run_1/closeup.png
Window x 39 to 64, y 34 to 59 um. Cells in grey, sequential cells in the stronger grey; small squares are vias.
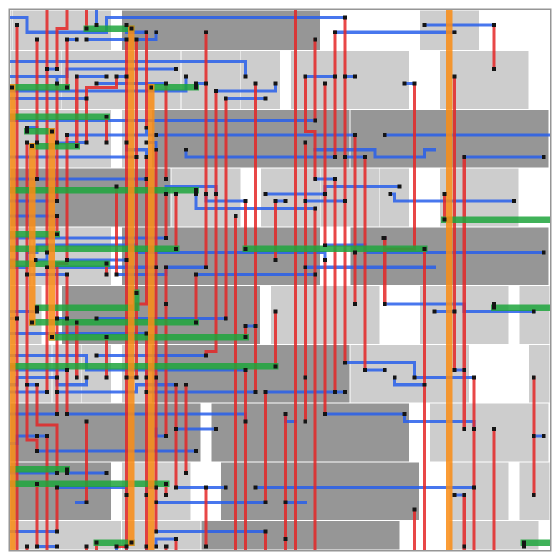
run_1/congestion_map.png
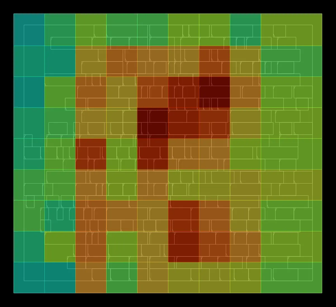
run_1/gates.png
Drawn at 4 px/um.
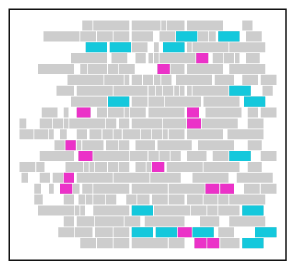
===== config.mk =====
export PLATFORM = sky130hd
export DESIGN_NAME = lut_config_loader
export DESIGN_NICKNAME = d
export VERILOG_FILES = /design/src/rtl/lut_config_pkg.sv /design/src/rtl/lut_config_assembler.sv /design/src/rtl/lut_config_loader.sv
export SDC_FILE = /design/constraint.sdc
export NUM_CORES = 1
export LEC_CHECK = 0
export CAP_MARGIN = 20
export CORE_ASPECT_RATIO = 0.9
export CORE_MARGIN = 2
export CORE_UTILIZATION = 46
export DETAILED_ROUTE_END_ITERATION = 8
export PLACE_DENSITY = 0.8
export SYNTH_ARGS = -nofsm -noshare
export SYNTH_HDL_FRONTEND = slang
export SYNTH_SLANG_ARGS = --single-unit

===== constraint.sdc =====
create_clock -name config_clk -period 1.5 [get_ports config_clk]
set_input_delay 0.15 -clock config_clk [delete_from_list [all_inputs] [get_ports config_clk]]
set_output_delay 0.15 -clock config_clk [all_outputs]
set_load 0.005 [all_outputs]

===== src/rtl/lut_config_pkg.sv =====
// Shared types and sizing helpers for the LUT configuration loader.
package lut_config_pkg;

    typedef enum logic [1:0] {
        IDLE   = 2'd0,
        LOAD   = 2'd1,
        COMMIT = 2'd2,
        DONE   = 2'd3
    } state_t;

    // Number of stream chunks that make up one truth table.
    function automatic int calc_chunks(input int mem_size, input int config_width);
        return mem_size / config_width;
    endfunction

    // Counter width for n values, never narrower than one bit.
    function automatic int width_min1(input int n);
        return (n > 1) ? $clog2(n) : 1;
    endfunction

endpackage


===== src/rtl/lut_config_assembler.sv =====
// Collects CONFIG_WIDTH chunks LSB-first into one MEM_SIZE truth-table word.
module lut_config_assembler
    import lut_config_pkg::*;
#(
    parameter int MEM_SIZE     = 16,
    parameter int CONFIG_WIDTH = 4
) (
    input  logic                    clk,
    input  logic                    rst,
    input  logic                    wr,
    input  logic                    clr,
    input  logic [CONFIG_WIDTH-1:0] chunk,
    output logic [MEM_SIZE-1:0]     word,
    output logic                    last
);

    localparam int CHUNKS = calc_chunks(MEM_SIZE, CONFIG_WIDTH);
    localparam int CNT_W  = width_min1(CHUNKS);

    logic [CNT_W-1:0] cnt;

    // The chunk being written now completes the word.
    assign last = (cnt == CNT_W'(CHUNKS - 1));

    // Place each accepted chunk at its slot; counter wraps after the final chunk.
    always_ff @(posedge clk or posedge rst) begin
        if (rst) begin
            cnt  <= '0;
            word <= '0;
        end else if (clr) begin
            cnt <= '0;
        end else if (wr) begin
            word[cnt*CONFIG_WIDTH +: CONFIG_WIDTH] <= chunk;
            cnt <= last ? '0 : cnt + 1'b1;
        end
    end

endmodule


===== src/rtl/lut_config_loader.sv =====
// Streams truth tables into a LUT bank: assemble, then one-cycle config_en per LUT.
module lut_config_loader
    import lut_config_pkg::*;
#(
    parameter int INPUTS       = 4,
    parameter int MEM_SIZE     = 2**INPUTS,
    parameter int CONFIG_WIDTH = 4,
    parameter int NUM_LUTS     = 4
) (
    input  logic                    config_clk,
    input  logic                    config_rst,
    input  logic                    start,
    input  logic [CONFIG_WIDTH-1:0] data_in,
    input  logic                    data_valid,
    output logic                    data_ready,
    output logic [MEM_SIZE-1:0]     config_out,
    output logic [NUM_LUTS-1:0]     config_en,
    output logic                    busy,
    output logic                    done
);

    localparam int IDX_W = width_min1(NUM_LUTS);

    state_t               state, state_nxt;
    logic [IDX_W-1:0]     lut_idx;
    logic [MEM_SIZE-1:0]  word;
    logic [MEM_SIZE-1:0]  held;
    logic                 last_chunk;
    logic                 accept;
    logic                 asm_clr;
    logic                 lut_last;

    assign accept   = (state == LOAD) && data_valid;
    assign asm_clr  = (state == IDLE);
    assign lut_last = (lut_idx == IDX_W'(NUM_LUTS - 1));

    lut_config_assembler #(
        .MEM_SIZE     (MEM_SIZE),
        .CONFIG_WIDTH (CONFIG_WIDTH)
    ) u_asm (
        .clk   (config_clk),
        .rst   (config_rst),
        .wr    (accept),
        .clr   (asm_clr),
        .chunk (data_in),
        .word  (word),
        .last  (last_chunk)
    );

    // State register.
    always_ff @(posedge config_clk or posedge config_rst) begin
        if (config_rst) state <= IDLE;
        else            state <= state_nxt;
    end

    // Next state and state-decoded outputs; nothing here looks at data_valid/start
    // except the transition itself, so outputs never depend combinationally on inputs.
    always_comb begin
        state_nxt  = state;
        data_ready = 1'b0;
        busy       = 1'b1;
        done       = 1'b0;
        config_en  = '0;
        config_out = held;
        case (state)
            IDLE: begin
                busy = 1'b0;
                if (start) state_nxt = LOAD;
            end
            LOAD: begin
                data_ready = 1'b1;
                if (accept && last_chunk) state_nxt = COMMIT;
            end
            COMMIT: begin
                config_out         = word;
                config_en[lut_idx] = 1'b1;
                state_nxt          = lut_last ? DONE : LOAD;
            end
            DONE: begin
                done      = 1'b1;
                state_nxt = IDLE;
            end
            default: state_nxt = IDLE;
        endcase
    end

    // LUT index: cleared while idle, advanced after each non-final commit.
    always_ff @(posedge config_clk or posedge config_rst) begin
        if (config_rst)                        lut_idx <= '0;
        else if (state == IDLE)                lut_idx <= '0;
        else if (state == COMMIT && !lut_last) lut_idx <= lut_idx + 1'b1;
    end

    // Keep the last committed word on the bus between commits.
    always_ff @(posedge config_clk or posedge config_rst) begin
        if (config_rst)            held <= '0;
        else if (state == COMMIT)  held <= word;
    end

endmodule


==> metrics.cfg, run 1 <==
[clock_network]
cts.sinks = 38
htree_num_levels = 2
clockBufferDepth = 2
cts.clk_slew.worst_paths_ns = 0.08
cts_tree = yes
cts_hold_buffers = 0
cts_made_buffers = 5
insertion_delay_ns = 0.30
cts_root_buffer = clkbuf_8

[global_route]
grt_pass1_wl_mm = 7.11
grt-ovfl-total = 0
grt_max_degree = 27
antenna_found_initial = 0
grt_pass1_vias = 1402

[logic_synthesis]
synth_cell_types = 27
ys_warn_count = 0
fp_nets = 152
syn_area_um2 = 1740
synth_flops = 38
synth_area_per_cell_um2 = 12.9
syn-instance-count = 135
flop_cell = dfrtp_1
ys_seq_frac = 0.546
ys_async_sr_fraction = 1.00
ys_chip_area_um2 = 1740
ys_cells = 135
edf_count = 0

[placed_design]
io_buffers = 30
place_area_um2 = 2230
routabilityCongestion = 0.803
hpwl_mm = 2.73

[critical_path]
reg2reg_from = state[1]
end_kind = output port
r2r.worst_path.cells = 6
path_class = reg -> out
crit_required_ns = 1.35
r2r_end = u_asm.word[8]
critPathLaunchType = flop
cp_max_fo = 6
rrSetupSlack_ns = -0.20
cp.arrival_ns = 1.58

[power]
leakagePower_nw = 1.45
seqPwrFrac = 0.354
switching_power_mw = 1.35
pg_seq_mw = 1.38
ir_drop_mv = 0.839
power.density_nw_per_um2 = 1380
pg_comb_mw = 1.78
swShare = 0.347
p_int_mw = 2.55
maxPowerGroup = combinational cells
power_frac_comb = 0.457
p_total_mw = 3.90
clk-power_mw = 0.741
clock_power_share = 0.190

[sta]
worstMarginPinSlew_ns = 0.336
setup_ws_ns = -0.227
slew_violations = 0
hold_violations = 0
finalSetupViolations = 32
fmax_ghz = 0.579
finalClockSkew_ns = 0.00755
period_needed_ns = 1.73
finalClockPeriodUsage = 1.15
slew_headroom = 0.775
rsz0062_at_grt = true

[job]
warning_count = 35
drv_cap = 0

[floorplan]
rows = 21
ios = 31
coreArea_um2 = 3680
die_w_um = 68.8
fp-utilization = 0.473
die_area_um2 = 4290
dieHeight_um = 62.4

[detailed_routing]
dr_total_vias = 1495
dr.pass1.iters = 4
drc = 0
vias_per_cell = 5.60
postRouteAntennaNets = 0
drt_iter0_markers = 166
routed_wirelength_mm = 5.23

[cells_and_area]
drive_above_1_share = 0.566
nNetsFinal = 237
final_cell_area_um2 = 2840
diodes = 0
lay_top_cells = dfrtp_1, buf_6, buf_4
areaGrowthSynthToFinish_pct = 63.0

[run_status]
violations = negative setup slack
status = complete, but fails checks

[hold_path]
hold_path.class = in -> async

About closeup.png:
legend:
  M1:
    colour: blue
  M3:
    colour: green
  M4:
    colour: orange
  M2:
    colour: red
cells with their middle in the window: 43
most frequent: dfrtp_1 (13), buf_4 (6), mux2_4 (5)
sequential cells in the window: 13
netlist names of flops here include: `u_asm.word` (7), `held` (6)

About congestion_map.png:
Total Routing Usage GR: 0.230
Final Util: 0.771
met3 usage in global routing: 0.0670
Wirelength per Cell: 19.6 um
met1 usage: 0.293

About gates.png:
legend:
  non-inverting ao/oa cells:
    colour: magenta
    cells: 15
    most_used: a22o_1
  mux cells:
    colour: cyan
    cells: 16
    most_used: mux2_4
combinational share of cell area: 0.310
Non-Filler Instances: 267
Commonest Layout Cell: dfrtp_1

run 1: per-stage QoR:
| step | utilization | setup slack, ns | hold slack, ns | TNS, ns | instances |
|---|---|---|---|---|---|
| after global placement | 0.605 | -0.223 | 0.472 | -4.16 | 223 |
| after floorplan | - | 0.0149 | 0.283 | 0 | 135 |
| after detailed placement | 0.605 | -0.316 | 0.474 | -5.51 | 223 |
| final | 0.771 | -0.227 | 0.167 | -4.85 | 267 |
| after global routing | 0.771 | -0.284 | 0.189 | -7.11 | 267 |
| after CTS | 0.726 | -0.257 | 0.170 | -4.68 | 251 |
run 1: how the worst max path moves through the flow:
stage | start | end | slack, ns
after floorplan | u_asm.cnt[0] | u_asm.word[10] | 0.01
after global placement | state[0] | config_out[5] | -0.22
after detailed placement | state[0] | config_out[0] | -0.32
after CTS | state[0] | config_out[0] | -0.26
after global routing | state[1] | config_out[12] | -0.28
final | state[0] | config_out[12] | -0.23
run 1: repair_timing:
action	4_1_cts	5_1_grt
buffers inserted	21	18
setup endpoints to repair	29	39
pin swaps	12	6
cloned	1	0
resized	148	20
run 1: layout make-up:
type / count / area (um^2)
Timing Repair Buffer: 83 / 818
Multi-Input combinational cell: 84 / 880
Clock buffer: 6 / 82.6
Inverter: 8 / 36.3
Sequential cell: 38 / 951
Tap cell: 46 / 57.6
Fill cell: 206 / 841
Clock inverter: 2 / 12.5
run 1: cells by family after synthesis:
logic type                 Yosys count  share of synthesized area
AOI/OAI and AO/OA                   24                      0.109
buffers and inverters               13                     0.0359
muxes                               16                      0.104
DFF                                 38                      0.546
and+or+nand+nor                     35                      0.141
adders and majority gates            9                     0.0647
run 1: state kept, by name, summed over array words and instances, names as in the netlist:
register	count
u_asm.word	16
u_asm.cnt	2
lut_idx	2
held	16
state	2
run 1: synth_stat cells (2+ instances only):
| cell | n | area [um^2] |
|---|---|---|
| nand3b_1 | 2 | 15.0 |
| nand2_1 | 14 | 52.6 |
| nor2_1 | 3 | 11.3 |
| a21o_1 | 2 | 15.0 |
| and2_1 | 4 | 25.0 |
| nand4b_1 | 2 | 17.5 |
| a22o_2 | 4 | 40.0 |
| dfrtp_1 | 38 | 951 |
| a32o_1 | 2 | 20.0 |
| nor4_2 | 2 | 25.0 |
| o21ai_0 | 6 | 30.0 |
| a22o_1 | 7 | 61.3 |
| ha_1 | 9 | 113 |
| nor2b_1 | 2 | 12.5 |
| o41ai_1 | 2 | 17.5 |
| buf_2 | 2 | 10.0 |
| mux2_2 | 16 | 180 |
| inv_1 | 8 | 30.0 |
| nand4b_4 | 2 | 47.6 |
run 1: critical path: stages (launching register included):
cell	delay, ns
dfrtp_1	0.41
nor2b_4	0.17
buf_6	0.13
buf_12	0.12
mux2_4	0.32
buf_6	0.12
run 1: per-layer routing:
metal  part of all wire  up-vias  wire length, um  track usage
met1               0.41      736             2120        0.293
met2               0.49       88             2570        0.362
met4              0.032        0              165       0.0931
met5                  0        -                0            0
li1                   -      653                -            -
met3              0.070       18              368       0.0670
run_1/m1.png
Drawn at 4 px/um.
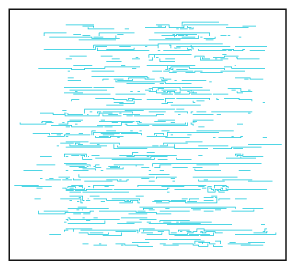

## Run 2: what changed since run 1
Settings changed: CAP_MARGIN 20 to default, CELL_PAD_IN_SITES_DETAIL_PLACEMENT from default to 1, CELL_PAD_IN_SITES_GLOBAL_PLACEMENT from default to 2, CORE_UTILIZATION 46 to 31.
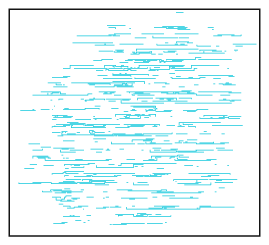
run_2/m1.png
Drawn at 3 px/um.
longest straight run: 24.4 um
wire length on this layer: 2080 um
routed wire length: 4.96 mm
met1 usage: 0.195

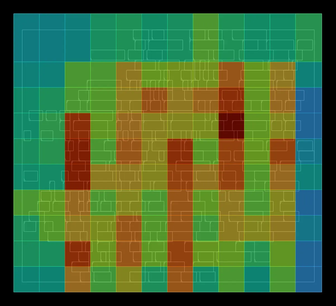
run_2/congestion_map.png
Wirelength per Cell: 17.6 um
met3 usage in global routing: 0.0230
met2 Use GR: 0.315
Final Util: 0.525

==> run 2 against run 1 <==
The flow still finishes with violations (negative setup slack). Sequential share of layout area rose by 0.36 points. Clock power fell by 3.5%. Register-to-register slack improved by 0.13 ns. Flip-flop count did not move. Worst setup slack got worse by 0.023 ns. Critical endpoint is now config_out[5]. Largest cell class unchanged. Largest power group unchanged. Highest routed layer unchanged.
==> metrics.cfg, run 2 <==
[logic_synthesis]
top_area_frac = 0.546  ; unchanged
ys_chip_area_um2 = 1740  ; unchanged
edf_count = 0  ; unchanged
synth_flops = 38  ; unchanged
ys_warn_count = 0  ; unchanged
ys_seq_frac = 0.546  ; unchanged
syn_area_um2 = 1740  ; unchanged
synth_cell_types = 27  ; unchanged
synth_area_per_cell_um2 = 12.9  ; unchanged
syn-instance-count = 135  ; unchanged
ys_cells = 135  ; unchanged
yosysTopAreaCell = dfrtp_1  ; unchanged
yosys-top-cells-count = dfrtp_1, mux2_2, nand2_1, ha_1, inv_1  ; unchanged
flop_cell = dfrtp_1  ; unchanged
area_leaders = dfrtp_1, mux2_2, ha_1, a22o_1, nand2_1  ; unchanged
synth.most_common_cell = dfrtp_1  ; unchanged

[critical_path]
reg2reg_from = state[0]  ; was state[1]
cp.arrival_ns = 1.60  ; was 1.58 ns
r2r.worst_path.cells = 6  ; unchanged
end_kind = output port  ; unchanged
crit_start = state[0]  ; unchanged
crit_required_ns = 1.35  ; about the same
r2r_end = u_asm.word[8]  ; unchanged
path_class = reg -> out  ; unchanged
critPathLaunchType = flop  ; unchanged
rrSetupSlack_ns = -0.07  ; was -0.20 ns

[floorplan]
fp-utilization = 0.325  ; was 0.473
die_area_um2 = 6230  ; was 4290 um^2
rows = 25  ; was 21
dieHeight_um = 75.1  ; was 62.4 um
die_w_um = 83.0  ; was 68.8 um
coreArea_um2 = 5350  ; was 3680 um^2
ios = 31  ; unchanged

[detailed_routing]
drc = 0  ; unchanged
drt_iter0_markers = 50  ; was 166
postRouteAntennaNets = 0  ; unchanged
dr.pass1.iters = 4  ; unchanged
m1WireLength_mm = 2.08  ; was 2.12 mm
topRoutingLayerUsed = met4  ; unchanged
wl_met2_mm = 2.68  ; was 2.57 mm
dr_total_vias = 1375  ; was 1495
vias_per_cell = 4.88  ; was 5.60

[job]
drv_cap = 0  ; unchanged
warning_count = 35  ; unchanged

[run_status]
status = complete, but fails checks  ; unchanged
violations = negative setup slack  ; unchanged

[cells_and_area]
reg_top3 = held x16, u_asm.word x16  ; unchanged
final_cell_area_um2 = 2810  ; was 2840 um^2
logic_area_um2 = 878  ; was 880 um^2
fillers = 547  ; was 206
lay_top_cells = buf_6, dfrtp_1, buf_4  ; was dfrtp_1, buf_6, buf_4
areaGrowthSynthToFinish_pct = 61.3  ; was 63.0%
nNetsFinal = 231  ; was 237
diodes = 0  ; unchanged
drive_above_1_share = 0.544  ; was 0.566

[clock_network]
cts_made_buffers = 5  ; unchanged
htree_num_levels = 2  ; unchanged
cts.sinks = 38  ; unchanged
cts.clk_slew.worst_paths_ns = 0.07  ; was 0.08 ns
cts_tree = yes  ; unchanged
clockBufferDepth = 2  ; unchanged
cts_root_buffer = clkbuf_8  ; unchanged
cts_hold_buffers = 0  ; unchanged
insertion_delay_ns = 0.28  ; was 0.30 ns

[sta]
finalClockPeriodUsage = 1.17  ; was 1.15
fmax_ghz = 0.571  ; was 0.579 GHz
rsz0062_at_grt = true  ; unchanged
setup_ws_ns = -0.250  ; was -0.227 ns
slew_headroom = 0.799  ; was 0.775
finalSetupViolations = 26  ; was 32
worstMarginPinSlew_ns = 0.300  ; was 0.336 ns
whs_ns = 0.228  ; was 0.167 ns
hold_violations = 0  ; unchanged
finalClockSkew_ns = 0.00666  ; was 0.00755 ns
tns_ns = -4.08  ; was -4.85 ns

[power]
leakagePower_nw = 1.43  ; was 1.45 nW
ir_drop_mv = 0.728  ; was 0.839 mV
power.density_nw_per_um2 = 1310  ; was 1380 nW/um^2

[global_route]
grt_pass1_wl_mm = 8.05  ; was 7.11 mm
grt-ovfl-total = 0  ; unchanged
track_usage = 0.166  ; was 0.230
grt_pass1_vias = 1523  ; was 1402
grt_max_degree = 39  ; was 27
antenna_found_initial = 0  ; unchanged

[placed_design]
routabilityCongestion = 0.723  ; was 0.803
place_area_um2 = 2260  ; was 2230 um^2

[hold_path]
hold_path.class = in -> async  ; unchanged

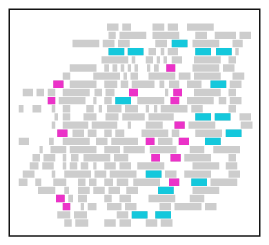
run_2/gates.png
Drawn at 3 px/um.
Non-Filler Instances: 282
Commonest Layout Cell: buf_6
combinational share of cell area: 0.313

run 2: cell counts after synthesis:
No cell type changed its count.
run 2: timing repair:
action / 4_1_cts / 5_1_grt
cloned: 1 / 0
endpoints found under the setup margin: 30 / 38
pin swaps: 9 / 7
buffers inserted: 26 / 6
resized: 148 / 20
run 2: cell type report:
cell class,instances,share of cell area
multi-input combinational,84,0.313
sequential,38,0.339
tap,67,0.0299
inverter,8,0.0107
clock inverter,1,0.00178
timing repair buffer,77,0.275
clock buffer,7,0.0307
run 2: layer usage:
metal	global-route usage	vias up
met4	0.0674	0
met2	0.315	23
li1	-	632
met3	0.0230	7
met5	0	-
met1	0.195	713
run 2: how the worst max path moves through the flow:
stage / endpoint / slack (ns) / cells past startpoint
floorplan: u_asm.word[10] / 0.01 / 5
global placement: config_out[10] / -0.20 / 4
detailed placement: config_out[7] / -0.25 / 4
CTS: config_out[5] / -0.26 / 5
global route: config_out[5] / -0.31 / 5
finish: config_out[5] / -0.25 / 5
run 2: logic make-up (layout without fill, tap and decap cells):
group / Yosys count / in the layout / share of synthesized area
flip-flops: 38 / 38 / 0.546
AND/OR/NAND/NOR: 35 / 35 / 0.141
AND-OR/OR-AND: 24 / 24 / 0.109
multiplexers: 16 / 16 / 0.104
buffers and inverters: 13 / 93 / 0.0359
adder cells (fa/ha/maj): 9 / 9 / 0.0647
run 2: report_power, final:
part           leakage (nW)  internal [mW]  switching [mW]
clock network        0.0482          0.371           0.344
registers             0.522           1.23           0.144
logic                 0.855          0.859           0.736
total                  1.43           2.46            1.22
run 2: critical path, cell delays in order (launching register included):
cell and delay (ns):
dfrtp_1 0.42, nor2b_4 0.20, buf_6 0.16, buf_6 0.11
mux2_4 0.31, buf_6 0.12
run 2: stage by stage:
step,worst slack [ns],cells
final,-0.250,282
after global routing,-0.307,282
after CTS,-0.261,277
after detailed placement,-0.250,243
after global placement,-0.195,243
after floorplan,0.0149,135
Power and IR drop assume default switching activity.
